$ cat config.mk
export PLATFORM = sky130hd
export DESIGN_NAME = rr_priority_encoder_flat
export DESIGN_NICKNAME = d
export VERILOG_FILES = /design/src/rtl/rr_priority_encoder_if.sv /design/src/rtl/rr_priority_encoder.sv /design/src/flat_wrapper.sv
export SDC_FILE = /design/constraint.sdc
export NUM_CORES = 1
export LEC_CHECK = 0
export CAP_MARGIN = 20
export CORE_MARGIN = 3
export CORE_UTILIZATION = 59
export CTS_BUF_LIST = sky130_fd_sc_hd__clkbuf_4 sky130_fd_sc_hd__clkbuf_8 sky130_fd_sc_hd__clkbuf_16
export DETAILED_ROUTE_END_ITERATION = 12
export GPL_ROUTABILITY_DRIVEN = 0
export PLACE_DENSITY_LB_ADDON = 0.1
export SYNTH_ARGS = -nofsm -noshare
export SYNTH_HDL_FRONTEND = slang
export SYNTH_SLANG_ARGS = --single-unit
export TNS_END_PERCENT = 1
$ cat constraint.sdc
create_clock -name clk -period 5.7 [get_ports clk]
set_input_delay 0.57 -clock clk [delete_from_list [all_inputs] [get_ports clk]]
set_output_delay 0.57 -clock clk [all_outputs]
set_load 0.03 [all_outputs]
$ cat src/rtl/rr_priority_encoder_if.sv
// Request/result handshake bundle for rr_priority_encoder.
// The encoder attaches via the slave modport; the requester/consumer side uses master.
interface rr_priority_encoder_if #(
  parameter int WIDTH = 16
) ();
  localparam int IDX_W = $clog2(WIDTH);

  logic [WIDTH-1:0] req;
  logic             mode;
  logic             in_valid;
  logic             in_ready;
  logic             out_valid;
  logic             out_ready;
  logic [IDX_W-1:0] out_idx;
  logic [WIDTH-1:0] out_grant;
  logic             out_none;

  modport slave (
    input  req, mode, in_valid, out_ready,
    output in_ready, out_valid, out_idx, out_grant, out_none
  );

  modport master (
    output req, mode, in_valid, out_ready,
    input  in_ready, out_valid, out_idx, out_grant, out_none
  );
endinterface

$ cat src/rtl/rr_priority_encoder.sv
// Registered priority encoder with fixed (highest index wins) and round-robin modes,
// single result stage behind valid/ready handshakes on both sides.
module rr_priority_encoder #(
  parameter int WIDTH = 16
) (
  input  logic                  clk,
  input  logic                  rst_n,
  rr_priority_encoder_if.slave  bus
);
  localparam int IDX_W = $clog2(WIDTH);
  localparam logic [IDX_W-1:0] TOP_IDX = IDX_W'(WIDTH - 1);

  logic [IDX_W-1:0] ptr;
  logic [IDX_W-1:0] start;
  logic [IDX_W-1:0] win;
  logic [IDX_W-1:0] ptr_nxt;
  logic [WIDTH-1:0] onehot;
  logic             hit;
  logic             accept;
  int               cand;

  logic             valid_q;
  logic [IDX_W-1:0] idx_q;
  logic [WIDTH-1:0] grant_q;
  logic             none_q;

  assign bus.in_ready  = !valid_q || bus.out_ready;
  assign accept        = bus.in_valid && bus.in_ready;
  assign bus.out_valid = valid_q;
  assign bus.out_idx   = idx_q;
  assign bus.out_grant = grant_q;
  assign bus.out_none  = none_q;

  // Downward circular search from start; fixed mode is the same search anchored at the top bit.
  always_comb begin
    start = bus.mode ? ptr : TOP_IDX;
    hit   = 1'b0;
    win   = '0;
    cand  = 0;
    for (int k = 0; k < WIDTH; k++) begin
      cand = int'(start) - k;
      if (cand < 0) cand = cand + WIDTH;
      if (!hit && bus.req[cand]) begin
        hit = 1'b1;
        win = IDX_W'(cand);
      end
    end
  end

  assign ptr_nxt = (win == '0) ? TOP_IDX : win - 1'b1;
  assign onehot  = {{(WIDTH-1){1'b0}}, 1'b1} << win;

  always_ff @(posedge clk) begin
    if (!rst_n) begin
      valid_q <= 1'b0;
      idx_q   <= '0;
      grant_q <= '0;
      none_q  <= 1'b0;
      ptr     <= TOP_IDX;
    end else if (accept) begin
      valid_q <= 1'b1;
      idx_q   <= hit ? win : '0;
      grant_q <= hit ? onehot : '0;
      none_q  <= !hit;
      if (bus.mode && hit) ptr <= ptr_nxt;
    end else if (bus.out_ready) begin
      valid_q <= 1'b0;
    end
  end
endmodule
$ cat src/flat_wrapper.sv
// flat-port wrapper written by rule: the top's interface ports become plain ports
module rr_priority_encoder_flat 
#(
  parameter int WIDTH = 16
)
  (clk, rst_n, bus_req, bus_mode, bus_in_valid, bus_out_ready, bus_in_ready, bus_out_valid, bus_out_idx, bus_out_grant, bus_out_none);
  rr_priority_encoder_if #(.WIDTH(WIDTH)) bus_i ();
  input  logic clk;
  input  logic rst_n;
  input wire logic [$bits(bus_i.req)-1:0] bus_req;
  input wire logic [$bits(bus_i.mode)-1:0] bus_mode;
  input wire logic [$bits(bus_i.in_valid)-1:0] bus_in_valid;
  input wire logic [$bits(bus_i.out_ready)-1:0] bus_out_ready;
  output wire logic [$bits(bus_i.in_ready)-1:0] bus_in_ready;
  output wire logic [$bits(bus_i.out_valid)-1:0] bus_out_valid;
  output wire logic [$bits(bus_i.out_idx)-1:0] bus_out_idx;
  output wire logic [$bits(bus_i.out_grant)-1:0] bus_out_grant;
  output wire logic [$bits(bus_i.out_none)-1:0] bus_out_none;
  assign bus_i.req = bus_req;
  assign bus_i.mode = bus_mode;
  assign bus_i.in_valid = bus_in_valid;
  assign bus_i.out_ready = bus_out_ready;
  assign bus_in_ready = bus_i.in_ready;
  assign bus_out_valid = bus_i.out_valid;
  assign bus_out_idx = bus_i.out_idx;
  assign bus_out_grant = bus_i.out_grant;
  assign bus_out_none = bus_i.out_none;
  rr_priority_encoder #(.WIDTH(WIDTH)) u_core (.clk(clk), .rst_n(rst_n), .bus(bus_i));
endmodule
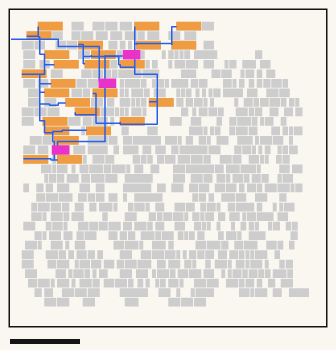
*Routed clock nets over the placement*
The bar under the picture is 20 um long.
- blue: clock wires (length 297 um)
- orange: flip-flops (count 26)
- magenta: cells driving clock nets (count 3)
- routed clock nets: 4
Clk pwr share: 0.116
Power Clock: 0.120 mW
clock skew: 8.146 ps

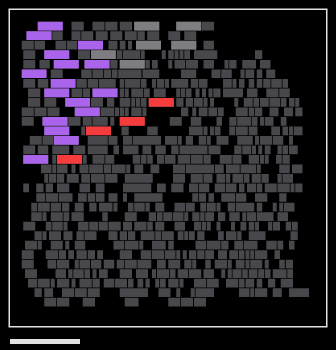
*Sequential cells grouped by signal name*
The bar under the picture is 20 um long.
- red: u_core.ptr (flops 4)
- purple: u_core.bus.out_grant (flops 16; where top left)
- not coloured: 6
FF+latch area: 520.5 sq um
final core utilization: 0.6755

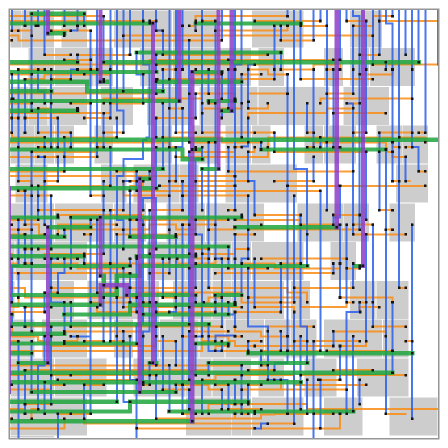
*Layout detail*
Window x 53 to 83, y 8 to 38 um. Cells in grey, sequential cells in the stronger grey; small squares are vias.
- blue: met2
- purple: met4
- orange: met1
- green: met3
- cells with their middle in the window: 92
- most frequent: nor2_1 (11), nand2_1 (9), mux2i_1 (7)
- sequential cells in the window: 0

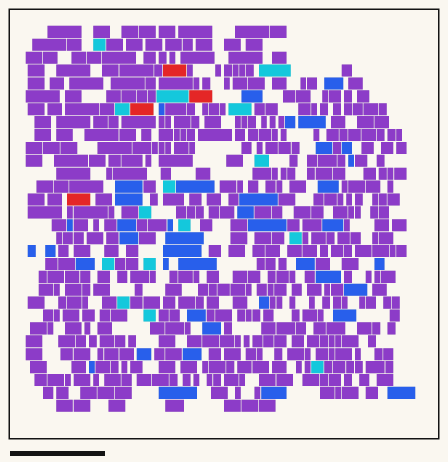
*Cells by drive strength*
The bar under the picture is 20 um long.
- blue: drive 2 (cells 41; share 7.4%)
- purple: drive 1 or less (cells 492; share 89%)
- cyan: drive 3 to 4 (cells 15; share 2.7%)
- red: drive 6 and up (cells 4; share 0.72%)
non-clock buffer count: 53
Setup WS post-layout: 669.3 ps
Layout area overhead: 10.06%
Final Instance Area: 0.004614 sq mm

==> qor.yml <==
outcome:
  outcome: "completed"
pwr:
  internal-power_mw: 0.5201
  top_power_group: "combinational cells"
  seq_cell_power_mw: 0.206
  power_density_mw_per_mm2: 224.8
  sw_frac_of_total: 0.4986
  p_leak_nw: 1.742
  power.share.sequential: 0.199
floorplan:
  die_area_sq_mm: 0.008154
  rows: 30
  io_pins: 44
  tapcell.inserted: 96
  fp_util: 0.6137
critical_path:
  critical_path.startpoint: "bus_mode"
  r2r-start: "u_core.ptr[1]$_SDFFE_PN1P_"
  ff2ff_path_depth: 15
  critPathMaxFanout: 25
  path_cells: "buf_2, nor2b_1, inv_2, ha_1, and3b_1, o311ai_0, o211ai_1, mux4_2, nor3b_2, nand3_2, o211ai_1, o211ai_2, ha_1, a21oi_1, o21ai_0, a221o_1"
  crit_family: "AND-OR/OR-AND gates"
  cp.arrival_ps: 5200
  crit_path_end: "u_core.ptr[3]$_SDFFE_PN1P_"
  worst_setup_path_start_kind: "primary input"
  crit_cells: 16
  reg2reg_to: "u_core.ptr[3]$_SDFFE_PN1P_"
  worstPathRequired_ps: 5870
hold_path:
  holdPathStages: 1
  min_from: "u_core.bus.out_grant[15]$_SDFFE_PN0P_"
  hold_end: "u_core.bus.out_grant[15]$_SDFFE_PN0P_"
logic_synthesis:
  synth_warnings: 0
  ys_async_sr_fraction: 0
  synthTopLogicFamily: "AND-OR/OR-AND gates"
  area_leaders: "dfxtp_1 (12%), mux2i_1 (9.5%), nand2_1 (3.8%)"
  yosys.area_share.adder: 0.008953
  synth_top_cell_by_area: "dfxtp_1"
  fp_nets: 565
  flop_cell: "dfxtp_1"
  netlist_top_cells_count: "nand2_1 (43), nor2_1 (42), mux2i_1 (40)"
  ys_types: 91
  netlist_instances: 541
  ys_sh_mux: 0.1719
  synth_area_sq_mm: 0.004193
  synth.cellmix.simpleShare: 0.2474
  synth-seq-area-share: 0.1241
  aoi_share: 0.3506
final_timing:
  slew_headroom: 0.3334
  worstMarginPinSlew_ps: 999.9
  rsz0062_at_grt: "no"
  fin_crit_ps: 5031
  finalMaxSlewViolations: 0
  finalSetupViolCount: 0
detailed_routing:
  vias: 4876
  wl_met1_mm: 5.887
  top_layer: "met4"
  drc: 0
  drt-initial-drc-count: 722
  wl_met3_mm: 2.007
  dr.pass1.iters: 6
  avgViaCountPerCell: 7.525
clock_tree:
  numClockSinks: 26
  post-cts-setup-buffers: 0
  clk_pin_slew_ps: 90
  cts_tree: "yes"
  cts-resized-gates: 0
  cts-root-buf: "clkbuf_8"
  clockBufferDepth: 2
  cts_made_buffers: 3
final_layout:
  layout.area.comb_sq_mm: 0.003358
  comb_area_frac: 0.7278
  nClkBuffers: 4
  drive_gt1_frac: 0.1087
  nonClkBufAreaFrac: 0.1085
  flops: 26
  lay_top_cells: "nand2_1 (43), nor2_1 (42), clkdlybuf4s50_1 (42)"
  fill_cells: 606
  seq_share: 0.1128
  antenna_cells: 0
  fin_nets: 577
place:
  dp_worst_setup_slack_ps: 525.9
  place_area_sq_mm: 0.004552
  dp_cells: 643
  port_buffers: 43
global_route:
  grt.total_usage: 0.3372
  grt_busiest_layer: "met2"
  grtUsageMet3: 0.1042
  grt_overflow: 0
  use_met2: 0.4928
  antenna_found_initial: 0
  grt.met1_usage: 0.4632
job:
  warning_count: 27
Power figures rest on the tool's default switching activity, not on a simulated workload.
